$ cat src/rtl/fft_sample_collector_if.sv
// Bundle between the codec receive path / FFT status and the sample collector.
// The master side drives samples and FFT status; the slave side is the collector.
interface fft_sample_collector_if #(
  parameter int SAMPLE_W = 18
);
  logic                enable;
  logic [SAMPLE_W-1:0] sample_in;
  logic                sample_valid;
  logic                fft_done;

  logic [SAMPLE_W-1:0] t0;
  logic [SAMPLE_W-1:0] t1;
  logic [SAMPLE_W-1:0] t2;
  logic [SAMPLE_W-1:0] t3;
  logic [SAMPLE_W-1:0] t4;
  logic [SAMPLE_W-1:0] t5;
  logic [SAMPLE_W-1:0] t6;
  logic [SAMPLE_W-1:0] t7;
  logic [SAMPLE_W-1:0] t8;
  logic [SAMPLE_W-1:0] t9;
  logic [SAMPLE_W-1:0] t10;
  logic [SAMPLE_W-1:0] t11;
  logic [SAMPLE_W-1:0] t12;
  logic [SAMPLE_W-1:0] t13;
  logic [SAMPLE_W-1:0] t14;
  logic [SAMPLE_W-1:0] t15;
  logic                new_t;
  logic [4:0]          fill_level;
  logic [7:0]          overrun_cnt;

  modport master (
    output enable, sample_in, sample_valid, fft_done,
    input  t0, t1, t2, t3, t4, t5, t6, t7,
    input  t8, t9, t10, t11, t12, t13, t14, t15,
    input  new_t, fill_level, overrun_cnt
  );

  modport slave (
    input  enable, sample_in, sample_valid, fft_done,
    output t0, t1, t2, t3, t4, t5, t6, t7,
    output t8, t9, t10, t11, t12, t13, t14, t15,
    output new_t, fill_level, overrun_cnt
  );
endinterface

$ cat src/rtl/fft_sample_collector.sv
// Collects a 16-sample window (optionally decimated) and hands it to the FFT
// when it reports idle; strobes arriving while the FFT is busy are counted.
module fft_sample_collector #(
  parameter int SAMPLE_W = 18,
  parameter int DECIM    = 1
) (
  input  logic                 clk,
  input  logic                 reset,
  fft_sample_collector_if.slave bus
);

  typedef enum logic {
    FILL,
    HOLD
  } state_t;

  localparam logic [4:0] DECIM_LAST        = 5'(DECIM - 1);
  localparam logic [4:0] DECIM_AFTER_FIRST = (DECIM == 1) ? 5'd0 : 5'd1;

  state_t              r_state;
  logic [4:0]          r_fill;
  logic [4:0]          r_decim;
  logic [SAMPLE_W-1:0] r_buf [16];
  logic [SAMPLE_W-1:0] r_t   [16];
  logic                r_new_t;
  logic [7:0]          r_ovr;

  logic       w_strobe;
  logic       w_take;
  logic       w_transfer;
  logic [4:0] w_decim_next;
  logic       w_buf_we;
  logic [3:0] w_buf_idx;

  assign w_strobe     = bus.enable & bus.sample_valid;
  assign w_take       = (r_decim == 5'd0);
  assign w_transfer   = (r_state == HOLD) && bus.fft_done;
  assign w_decim_next = (r_decim == DECIM_LAST) ? 5'd0 : r_decim + 5'd1;

  // A strobe landing on the transfer edge starts the next frame at slot 0.
  assign w_buf_we  = !reset && w_strobe &&
                     (((r_state == FILL) && w_take) || w_transfer);
  assign w_buf_idx = (r_state == HOLD) ? 4'd0 : r_fill[3:0];

  always_ff @(posedge clk) begin
    if (w_buf_we) begin
      r_buf[w_buf_idx] <= bus.sample_in;
    end
  end

  always_ff @(posedge clk) begin
    if (reset) begin
      r_state <= FILL;
      r_fill  <= 5'd0;
      r_decim <= 5'd0;
      r_new_t <= 1'b0;
      r_ovr   <= 8'd0;
      for (int k = 0; k < 16; k++) begin
        r_t[k] <= '0;
      end
    end else begin
      r_new_t <= 1'b0;
      case (r_state)
        FILL: begin
          if (!bus.enable) begin
            r_fill  <= 5'd0;
            r_decim <= 5'd0;
          end else if (bus.sample_valid) begin
            r_decim <= w_decim_next;
            if (w_take) begin
              r_fill <= r_fill + 5'd1;
              if (r_fill == 5'd15) begin
                r_state <= HOLD;
              end
            end
          end
        end
        HOLD: begin
          if (bus.fft_done) begin
            r_t     <= r_buf;
            r_new_t <= 1'b1;
            r_state <= FILL;
            if (w_strobe) begin
              r_fill  <= 5'd1;
              r_decim <= DECIM_AFTER_FIRST;
            end else begin
              r_fill  <= 5'd0;
              r_decim <= 5'd0;
            end
          end else if (w_strobe && (r_ovr != 8'hFF)) begin
            r_ovr <= r_ovr + 8'd1;
          end
        end
        default: r_state <= FILL;
      endcase
    end
  end

  assign bus.new_t       = r_new_t;
  assign bus.fill_level  = r_fill;
  assign bus.overrun_cnt = r_ovr;

  assign bus.t0  = r_t[0];
  assign bus.t1  = r_t[1];
  assign bus.t2  = r_t[2];
  assign bus.t3  = r_t[3];
  assign bus.t4  = r_t[4];
  assign bus.t5  = r_t[5];
  assign bus.t6  = r_t[6];
  assign bus.t7  = r_t[7];
  assign bus.t8  = r_t[8];
  assign bus.t9  = r_t[9];
  assign bus.t10 = r_t[10];
  assign bus.t11 = r_t[11];
  assign bus.t12 = r_t[12];
  assign bus.t13 = r_t[13];
  assign bus.t14 = r_t[14];
  assign bus.t15 = r_t[15];

endmodule

$ cat src/flat_wrapper.sv
// flat-port wrapper written by rule: the top's interface ports become plain ports
module fft_sample_collector_flat 
#(
  parameter int SAMPLE_W = 18,
  parameter int DECIM    = 1
)
  (clk, reset, bus_enable, bus_sample_in, bus_sample_valid, bus_fft_done, bus_t0, bus_t1, bus_t2, bus_t3, bus_t4, bus_t5, bus_t6, bus_t7, bus_t8, bus_t9, bus_t10, bus_t11, bus_t12, bus_t13, bus_t14, bus_t15, bus_new_t, bus_fill_level, bus_overrun_cnt);
  fft_sample_collector_if #(.SAMPLE_W(SAMPLE_W)) bus_i ();
  input  logic clk;
  input  logic reset;
  input wire logic [$bits(bus_i.enable)-1:0] bus_enable;
  input wire logic [$bits(bus_i.sample_in)-1:0] bus_sample_in;
  input wire logic [$bits(bus_i.sample_valid)-1:0] bus_sample_valid;
  input wire logic [$bits(bus_i.fft_done)-1:0] bus_fft_done;
  output wire logic [$bits(bus_i.t0)-1:0] bus_t0;
  output wire logic [$bits(bus_i.t1)-1:0] bus_t1;
  output wire logic [$bits(bus_i.t2)-1:0] bus_t2;
  output wire logic [$bits(bus_i.t3)-1:0] bus_t3;
  output wire logic [$bits(bus_i.t4)-1:0] bus_t4;
  output wire logic [$bits(bus_i.t5)-1:0] bus_t5;
  output wire logic [$bits(bus_i.t6)-1:0] bus_t6;
  output wire logic [$bits(bus_i.t7)-1:0] bus_t7;
  output wire logic [$bits(bus_i.t8)-1:0] bus_t8;
  output wire logic [$bits(bus_i.t9)-1:0] bus_t9;
  output wire logic [$bits(bus_i.t10)-1:0] bus_t10;
  output wire logic [$bits(bus_i.t11)-1:0] bus_t11;
  output wire logic [$bits(bus_i.t12)-1:0] bus_t12;
  output wire logic [$bits(bus_i.t13)-1:0] bus_t13;
  output wire logic [$bits(bus_i.t14)-1:0] bus_t14;
  output wire logic [$bits(bus_i.t15)-1:0] bus_t15;
  output wire logic [$bits(bus_i.new_t)-1:0] bus_new_t;
  output wire logic [$bits(bus_i.fill_level)-1:0] bus_fill_level;
  output wire logic [$bits(bus_i.overrun_cnt)-1:0] bus_overrun_cnt;
  assign bus_i.enable = bus_enable;
  assign bus_i.sample_in = bus_sample_in;
  assign bus_i.sample_valid = bus_sample_valid;
  assign bus_i.fft_done = bus_fft_done;
  assign bus_t0 = bus_i.t0;
  assign bus_t1 = bus_i.t1;
  assign bus_t2 = bus_i.t2;
  assign bus_t3 = bus_i.t3;
  assign bus_t4 = bus_i.t4;
  assign bus_t5 = bus_i.t5;
  assign bus_t6 = bus_i.t6;
  assign bus_t7 = bus_i.t7;
  assign bus_t8 = bus_i.t8;
  assign bus_t9 = bus_i.t9;
  assign bus_t10 = bus_i.t10;
  assign bus_t11 = bus_i.t11;
  assign bus_t12 = bus_i.t12;
  assign bus_t13 = bus_i.t13;
  assign bus_t14 = bus_i.t14;
  assign bus_t15 = bus_i.t15;
  assign bus_new_t = bus_i.new_t;
  assign bus_fill_level = bus_i.fill_level;
  assign bus_overrun_cnt = bus_i.overrun_cnt;
  fft_sample_collector #(.SAMPLE_W(SAMPLE_W), .DECIM(DECIM)) u_core (.clk(clk), .reset(reset), .bus(bus_i));
endmodule
$ cat config.mk
export PLATFORM = sky130hd
export DESIGN_NAME = fft_sample_collector_flat
export DESIGN_NICKNAME = d
export VERILOG_FILES = /design/src/rtl/fft_sample_collector_if.sv /design/src/rtl/fft_sample_collector.sv /design/src/flat_wrapper.sv
export SDC_FILE = /design/constraint.sdc
export NUM_CORES = 1
export LEC_CHECK = 0
export CAP_MARGIN = 15
export CORE_ASPECT_RATIO = 0.6
export CORE_MARGIN = 2
export CORE_UTILIZATION = 50
export DETAILED_ROUTE_END_ITERATION = 7
export PLACE_DENSITY_LB_ADDON = 0.2
export SLEW_MARGIN = 10
export SYNTH_ARGS = -nofsm -noshare
export SYNTH_HDL_FRONTEND = slang
export SYNTH_SLANG_ARGS = --single-unit
$ cat constraint.sdc
create_clock -name clk -period 4 [get_ports clk]
set_clock_uncertainty 0.05 [all_clocks]
set_input_delay 0.6 -clock clk [delete_from_list [all_inputs] [get_ports clk]]
set_output_delay 0.6 -clock clk [all_outputs]
set_load 0.05 [all_outputs]
### Clock distribution

Drawn at 1.5 px/um.
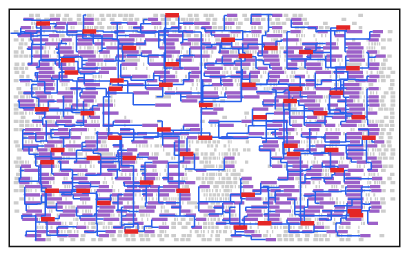
Purple stands for flip-flops, count 596. Blue stands for clock wires, length 6,190 um. Red stands for cells driving clock nets, count 52.
Position of the flops: all over the die.

### Cell classes on the final placement

Drawn at 1.5 px/um.
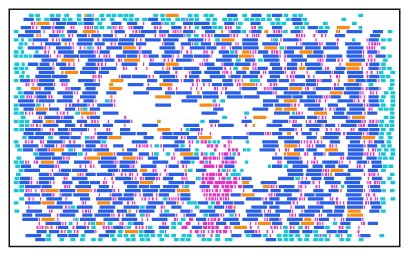
Magenta stands for all other logic, cells 985. Blue stands for flip-flops, cells 596. Cyan stands for other buffers and delay cells, cells 363. Orange stands for clock drivers and dummy loads, cells 98.

### I/O nets highlighted

Drawn at 2 px/um.
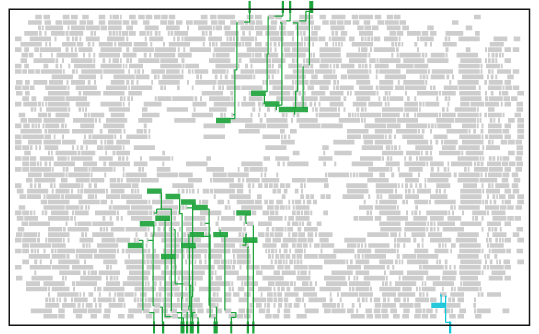
Cyan stands for bus_new_t, bits 1, direction output, edge bottom, end cells 1, buffers 1, wire 23.7 um. Green stands for bus_t15, bits 18, direction output, edge 13 bottom, 5 top, end cells 18, buffers 18, wire 1,010 um.

### Register map, names as in the netlist

Drawn at 1.5 px/um. Other sequential cells in the stronger grey, the rest of the logic in the fainter grey.
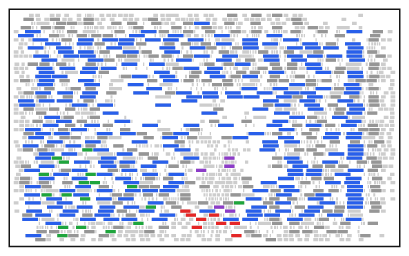
Red stands for u_core.bus.overrun_cnt, placed flops 8, where bottom centre. Purple stands for u_core.bus.fill_level, placed flops 5. Blue stands for u_core.r_buf, placed flops 288, where all over the die. Green stands for u_core.bus.t11, placed flops 18, where lower left.

==> results.txt <==
top cells by area: edfxtp_1 (44%), dfxtp_1 (32%), nand2_1 (11%)
worst-path cell chain: inv_1, ha_1, or4b_4, nor4_4, nand3b_1, nor2_2
switching part of the total: 0.2002
DR WL/cell: 19.63 um
Unique cell types: 39
CP Class: reg2reg
cell area after synthesis: 0.01956 mm2
total gr overflow: 0
Area growth, synth to finish: 28.90%
Adder Share, Synth: 0.003198
logic area: 0.004377 mm2
Port-buffer cells: 324
WP depth: 6
Placeable Area: 0.03882 mm2
metal2 WL: 23,710 um
Global Route Usage Sum: 0.2406
met3 WL: 3954 um
Data buffer area share: 0.1419
met2 GRT Util: 0.3862
via count: 13,390
Final clock-cell share: 0.07022
final instance area: 0.02521 mm2
flip-flops: 596
MaxCap Viol Count: 0
Placed Cells: 2,466
Clock group: 5130 uW
EDFF count, synth: 288
Psw: 2353 uW
Power Sequential: 6400 uW
combinational fraction of design power: 0.019
antenna violations before repair: 4
met3 usage: 0.04380
Async SR Flop Fraction: 0
filler cell count: 3,012
Final Non-Filler Cells: 2,566
max FFs per register: 288
total internal power: 9400 uW
die width: 259.3 um
clock buf count: 77
post-CTS setup buffers: 0
outcome: complete, no violations
Pwr Density: 466.1 mW/mm2
Final Hold Viols: 0
Comb power: 222 uW
floorplan net count: 1,708
Top-area cell share: 0.4421
share of layout cells above drive strength 1: 0.07052
launch point of the worst path: u_core.r_decim[0]
1st-pass router iterations: 5
Metal-1 WL: 21,500 um
RSZ-0062 raised after global routing: no
CP Data Arrival Time: 2930 ps
fp util: 0.5039
Row Count: 56
fraction of area in multi-input gates: 0.1736
Sequential Area: 0.01481 mm2
root buf cell: clkbuf_16
Power figures rest on the tool's default switching activity, not on a simulated workload.
